==> config.mk <==
export PLATFORM = sky130hd
export DESIGN_NAME = hilo_muldiv
export DESIGN_NICKNAME = d
export VERILOG_FILES = /design/src/rtl/muldiv_pkg.sv /design/src/rtl/muldiv_step.sv /design/src/rtl/hilo_muldiv.sv
export SDC_FILE = /design/constraint.sdc
export NUM_CORES = 1
export LEC_CHECK = 0
export ABC_AREA = 1
export CAP_MARGIN = 20
export CORE_ASPECT_RATIO = 1.25
export CORE_UTILIZATION = 40
export CTS_BUF_LIST = sky130_fd_sc_hd__clkbuf_8
export DETAILED_ROUTE_END_ITERATION = 10
export HOLD_SLACK_MARGIN = 0.08
export PLACE_DENSITY = 0.56
export SETUP_SLACK_MARGIN = 0.5
export SLEW_MARGIN = 0
export SYNTH_ARGS = -nofsm -noshare
export SYNTH_HDL_FRONTEND = slang
export SYNTH_SLANG_ARGS = --single-unit
==> constraint.sdc <==
create_clock -name clk -period 6.7 [get_ports clk]
set_input_delay 1.005 -clock clk [delete_from_list [all_inputs] [get_ports clk]]
set_output_delay 1.005 -clock clk [all_outputs]
set_load 0.005 [all_outputs]
==> src/rtl/muldiv_pkg.sv <==
// Shared op codes, read-select codes and FSM state encoding for the HI/LO multiply/divide unit.
package muldiv_pkg;

    localparam logic [2:0] OP_NOP   = 3'd0;
    localparam logic [2:0] OP_MULTU = 3'd1;
    localparam logic [2:0] OP_MADDU = 3'd2;
    localparam logic [2:0] OP_DIVU  = 3'd3;
    localparam logic [2:0] OP_MTHI  = 3'd4;
    localparam logic [2:0] OP_MTLO  = 3'd5;

    localparam logic [1:0] RD_HI = 2'b01;
    localparam logic [1:0] RD_LO = 2'b10;

    typedef enum logic [1:0] {
        ST_IDLE   = 2'd0,
        ST_RUN    = 2'd1,
        ST_COMMIT = 2'd2
    } state_t;

    function automatic logic is_iterative(input logic [2:0] op);
        return (op == OP_MULTU) || (op == OP_MADDU) || (op == OP_DIVU);
    endfunction

endpackage

==> src/rtl/muldiv_step.sv <==
// One radix-2 iteration: shift-add multiply or restoring divide on the {upper,lower} pair.
// Purely combinational; the caller owns all state.
module muldiv_step #(
    parameter int WIDTH = 32
) (
    input  logic             div,
    input  logic [WIDTH-1:0] operand,
    input  logic [WIDTH-1:0] upper,
    input  logic [WIDTH-1:0] lower,
    output logic [WIDTH-1:0] next_upper,
    output logic [WIDTH-1:0] next_lower
);

    logic [WIDTH:0] sum;
    logic [WIDTH:0] partial;
    logic [WIDTH:0] trial;
    logic           fits;

    always_comb begin
        // Multiply: lower holds the not-yet-consumed multiplier bits, product shifts in from the top.
        sum     = {1'b0, upper} + (lower[0] ? {1'b0, operand} : {(WIDTH+1){1'b0}});
        // Divide: upper is the running remainder, lower shifts dividend out and quotient in.
        partial = {upper, lower[WIDTH-1]};
        trial   = partial - {1'b0, operand};
        fits    = (partial >= {1'b0, operand});

        next_upper = sum[WIDTH:1];
        next_lower = {sum[0], lower[WIDTH-1:1]};
        if (div) begin
            if (fits) begin
                next_upper = trial[WIDTH-1:0];
                next_lower = {lower[WIDTH-2:0], 1'b1};
            end else begin
                next_upper = partial[WIDTH-1:0];
                next_lower = {lower[WIDTH-2:0], 1'b0};
            end
        end
    end

endmodule

==> src/rtl/hilo_muldiv.sv <==
// Iterative HI/LO multiply/divide unit: WIDTH RUN cycles plus one COMMIT, done pulses the cycle HI/LO update.
// start is ignored while busy; readers of HI/LO are stalled during RUN, the result is forwarded in COMMIT.
module hilo_muldiv
    import muldiv_pkg::*;
#(
    parameter int WIDTH = 32
) (
    input  logic             clk,
    input  logic             rst_n,
    input  logic             start,
    input  logic [2:0]       op,
    input  logic [WIDTH-1:0] src_a,
    input  logic [WIDTH-1:0] src_b,
    input  logic             flush,
    input  logic [1:0]       rd_sel,
    output logic [WIDTH-1:0] rd_data,
    output logic [WIDTH-1:0] hi,
    output logic [WIDTH-1:0] lo,
    output logic             busy,
    output logic             done,
    output logic             stall
);

    localparam int CW = $clog2(WIDTH) + 1;

    state_t             state;
    logic [2:0]         op_q;
    logic [WIDTH-1:0]   a_q;
    logic [WIDTH-1:0]   b_q;
    logic [WIDTH-1:0]   acc_hi;
    logic [WIDTH-1:0]   acc_lo;
    logic [CW-1:0]      cnt;
    logic [WIDTH-1:0]   hi_q;
    logic [WIDTH-1:0]   lo_q;
    logic               done_q;

    logic               is_div;
    logic [WIDTH-1:0]   step_operand;
    logic [WIDTH-1:0]   step_hi;
    logic [WIDTH-1:0]   step_lo;
    logic [2*WIDTH-1:0] mac_sum;
    logic [WIDTH-1:0]   res_hi;
    logic [WIDTH-1:0]   res_lo;
    logic [WIDTH-1:0]   view_hi;
    logic [WIDTH-1:0]   view_lo;

    assign is_div       = (op_q == OP_DIVU);
    assign step_operand = is_div ? b_q : a_q;

    muldiv_step #(.WIDTH(WIDTH)) u_step (
        .div        (is_div),
        .operand    (step_operand),
        .upper      (acc_hi),
        .lower      (acc_lo),
        .next_upper (step_hi),
        .next_lower (step_lo)
    );

    // HI/LO cannot change while busy, so the committed pair still equals the start-edge addend.
    assign mac_sum = {acc_hi, acc_lo} + {hi_q, lo_q};

    always_comb begin
        res_hi = acc_hi;
        res_lo = acc_lo;
        if (op_q == OP_MADDU) begin
            res_hi = mac_sum[2*WIDTH-1:WIDTH];
            res_lo = mac_sum[WIDTH-1:0];
        end
    end

    always_comb begin
        view_hi = (state == ST_COMMIT) ? res_hi : hi_q;
        view_lo = (state == ST_COMMIT) ? res_lo : lo_q;
        case (rd_sel)
            RD_HI:   rd_data = view_hi;
            RD_LO:   rd_data = view_lo;
            default: rd_data = '0;
        endcase
    end

    assign busy  = (state != ST_IDLE);
    assign stall = (state == ST_RUN) && ((rd_sel == RD_HI) || (rd_sel == RD_LO));
    assign done  = done_q;
    assign hi    = hi_q;
    assign lo    = lo_q;

    always_ff @(posedge clk or negedge rst_n) begin
        if (!rst_n) begin
            state  <= ST_IDLE;
            op_q   <= OP_NOP;
            a_q    <= '0;
            b_q    <= '0;
            acc_hi <= '0;
            acc_lo <= '0;
            cnt    <= '0;
            hi_q   <= '0;
            lo_q   <= '0;
            done_q <= 1'b0;
        end else begin
            done_q <= 1'b0;
            if (flush) begin
                state <= ST_IDLE;
            end else begin
                case (state)
                    ST_IDLE: begin
                        if (start) begin
                            if (is_iterative(op)) begin
                                op_q   <= op;
                                a_q    <= src_a;
                                b_q    <= src_b;
                                cnt    <= '0;
                                acc_hi <= '0;
                                acc_lo <= (op == OP_DIVU) ? src_a : src_b;
                                state  <= ST_RUN;
                            end else if (op == OP_MTHI) begin
                                hi_q <= src_a;
                            end else if (op == OP_MTLO) begin
                                lo_q <= src_a;
                            end
                        end
                    end
                    ST_RUN: begin
                        acc_hi <= step_hi;
                        acc_lo <= step_lo;
                        cnt    <= cnt + CW'(1);
                        if (cnt == CW'(WIDTH - 1)) begin
                            state <= ST_COMMIT;
                        end
                    end
                    ST_COMMIT: begin
                        hi_q   <= res_hi;
                        lo_q   <= res_lo;
                        done_q <= 1'b1;
                        state  <= ST_IDLE;
                    end
                    default: state <= ST_IDLE;
                endcase
            end
        end
    end

endmodule
### M1 wires

Scale bar: 50 um. Supply wires on this layer in gray.
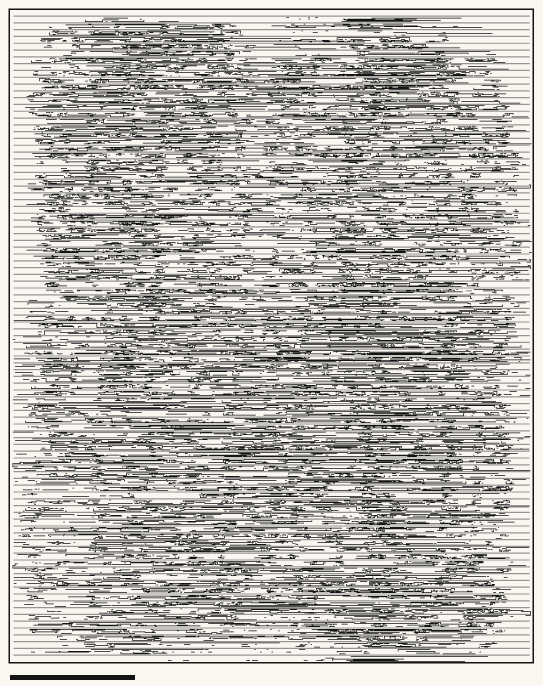
longest straight run: 66.2 um
main direction: horizontal
share of all routed wire: 41%
Routed WL: 103 mm
Vias: 24,400
grt met1 use: 45.7%

### M2 wires

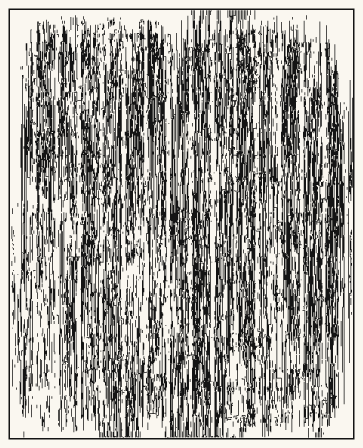
nets with wire on the layer: 3,014
share of all routed wire: 45%
main direction: vertical

==> GITHUB_STEP_SUMMARY <==
### Flow metrics

| Metric | Value |
|---|---|
| Post-DR vias/cell | 5.46 |
| Pwr Total | about 16 mW |
| Clk slew on worst S/H paths | 60 ps |
| Critical path depth | 15 |
| Resized cells post-CTS | 0 |
| Async set-reset flop share out of synthesis | 100% |
| PwrDens | approximately 640 nW/um^2 |
| Hold WS | 358 ps |
| R2R Setup Slk | 2140 ps |
| Critical path launch point type | register |
| Post-synth cell types | ~50 |
| Vias in the first global route | 23,100 |
| Clk buf depth | 3 |
| Crit path buf inv count | 1 |
| Final Hold Vio Count | 0 |
| Largest net degree at the start of global routing | about 100 |
| Yosys stat area | 21,400 sq um |
| Final Net Count | ~4,000 |
| Crit-path max cell delay | 750 ps |
| WP data arrival | between 4000 and 5000 ps |
| Fin crit share | about 81% |
| Outcome | complete, no violations |
| Crit path cell chain | ha_1 -> fa_1 -> nand3_1 -> nand3_1 -> nand2_1 -> nand2_1 -> nand2_1 -> nand3_1 -> nand2_1 -> a21oi_1 -> o21ai_0 -> nand2_1 -> nand2_1 -> a21oi_1 -> clkdlybuf4s50_1 |
| Warnings, synthesis | 0 |
| Maximum VDD drop | 0.000394 V |
| Chip Width | 209 um |
| Yosys aoi share | 16.9% |
| Worst R2R End | acc_lo[0] |
| Dominant logic cell type in the layout | nand2_1 |
| DIE HEIGHT | 261 um |
| Row cnt | approximately 94 |
| First-pass GRT wire length | 149 mm |
| Remaining antenna violation count | 0 |
| PnR worst setup slack | 1280 ps |
### Met3 routing

Scale bar: 50 um. Cells faint in the background.
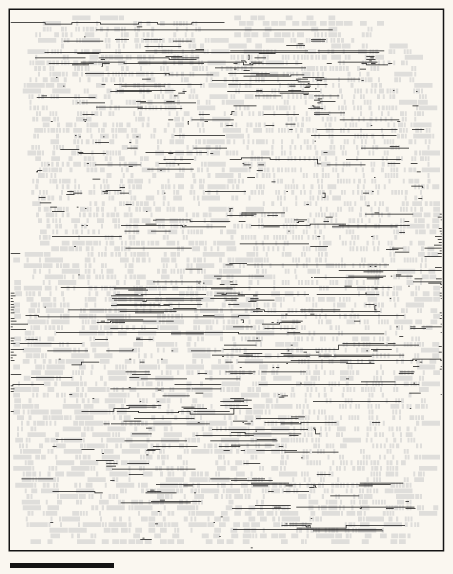
wire length on this layer: 6,890 um
nets with wire on the layer: 369
main direction: horizontal
M3 GR Usage: 5.72%

==> power breakdown <==
group          internal, mW  switching [mW]
logic                  3.82            7.94
clock network         0.692           0.654
registers              1.80           0.844
==> kinds of logic after synthesis <==
kind of cell / after synthesis
and+or+nand+nor: 1905
DFF: 204
xor gates and xnor gates: 41
adders and majority gates: 133
buffers and inverters: 669
AOI/OAI and AO/OA: 656
muxes: 30
==> state kept, by name, summed over array words and instances, names as in the netlist <==
| signal | flops |
|---|---|
| a_q | 32 |
| acc_hi | 32 |
| acc_lo | 32 |
| b_q | 32 |
| cnt | 6 |
| done | 1 |
| hi | 32 |
| lo | 32 |
| op_q | 3 |
| state | 2 |
==> metal layers <==
metal	vias up	part of all wire [%]	global-route usage [%]
met5	-	0	0
met2	938	45	61.2
met3	236	6.7	5.72
met4	0	7.2	24.3
met1	11300	41	45.7
li1	11900	-	-
==> stage by stage <==
step                util [%]  cells
finish                  46.5   4464
global route            46.5   4464
CTS                     46.4   4462
detailed placement      44.9   4395
global placement        44.9   4395
floorplan                  -   3638
==> how the worst max path moves through the flow <==
stage	from	endpoint	slack, ps
5_1_grt	lo[0]	rd_data[8]	1140
4_1_cts	lo[0]	rd_data[8]	1370
3_5_place_dp	lo[0]	rd_data[8]	2050
3_3_place_gp	lo[0]	rd_data[8]	2070
6_report	lo[0]	rd_data[8]	1280
2_1_floorplan	op_q[2]	acc_hi[21]	3460
==> area by class of cell <==
type / count / share of cell area, %
flip-flops and latches: 204 / 20.8
inverters: 553 / 8.46
clock buffers: 48 / 2.69
well taps: 672 / 3.42
clock inverters: 19 / 0.540
repair buffers: 202 / 7.99
diodes: 1 / 0.0102
multi-input cells: 2765 / 56.1
Power figures rest on the tool's default switching activity, not on a simulated workload.
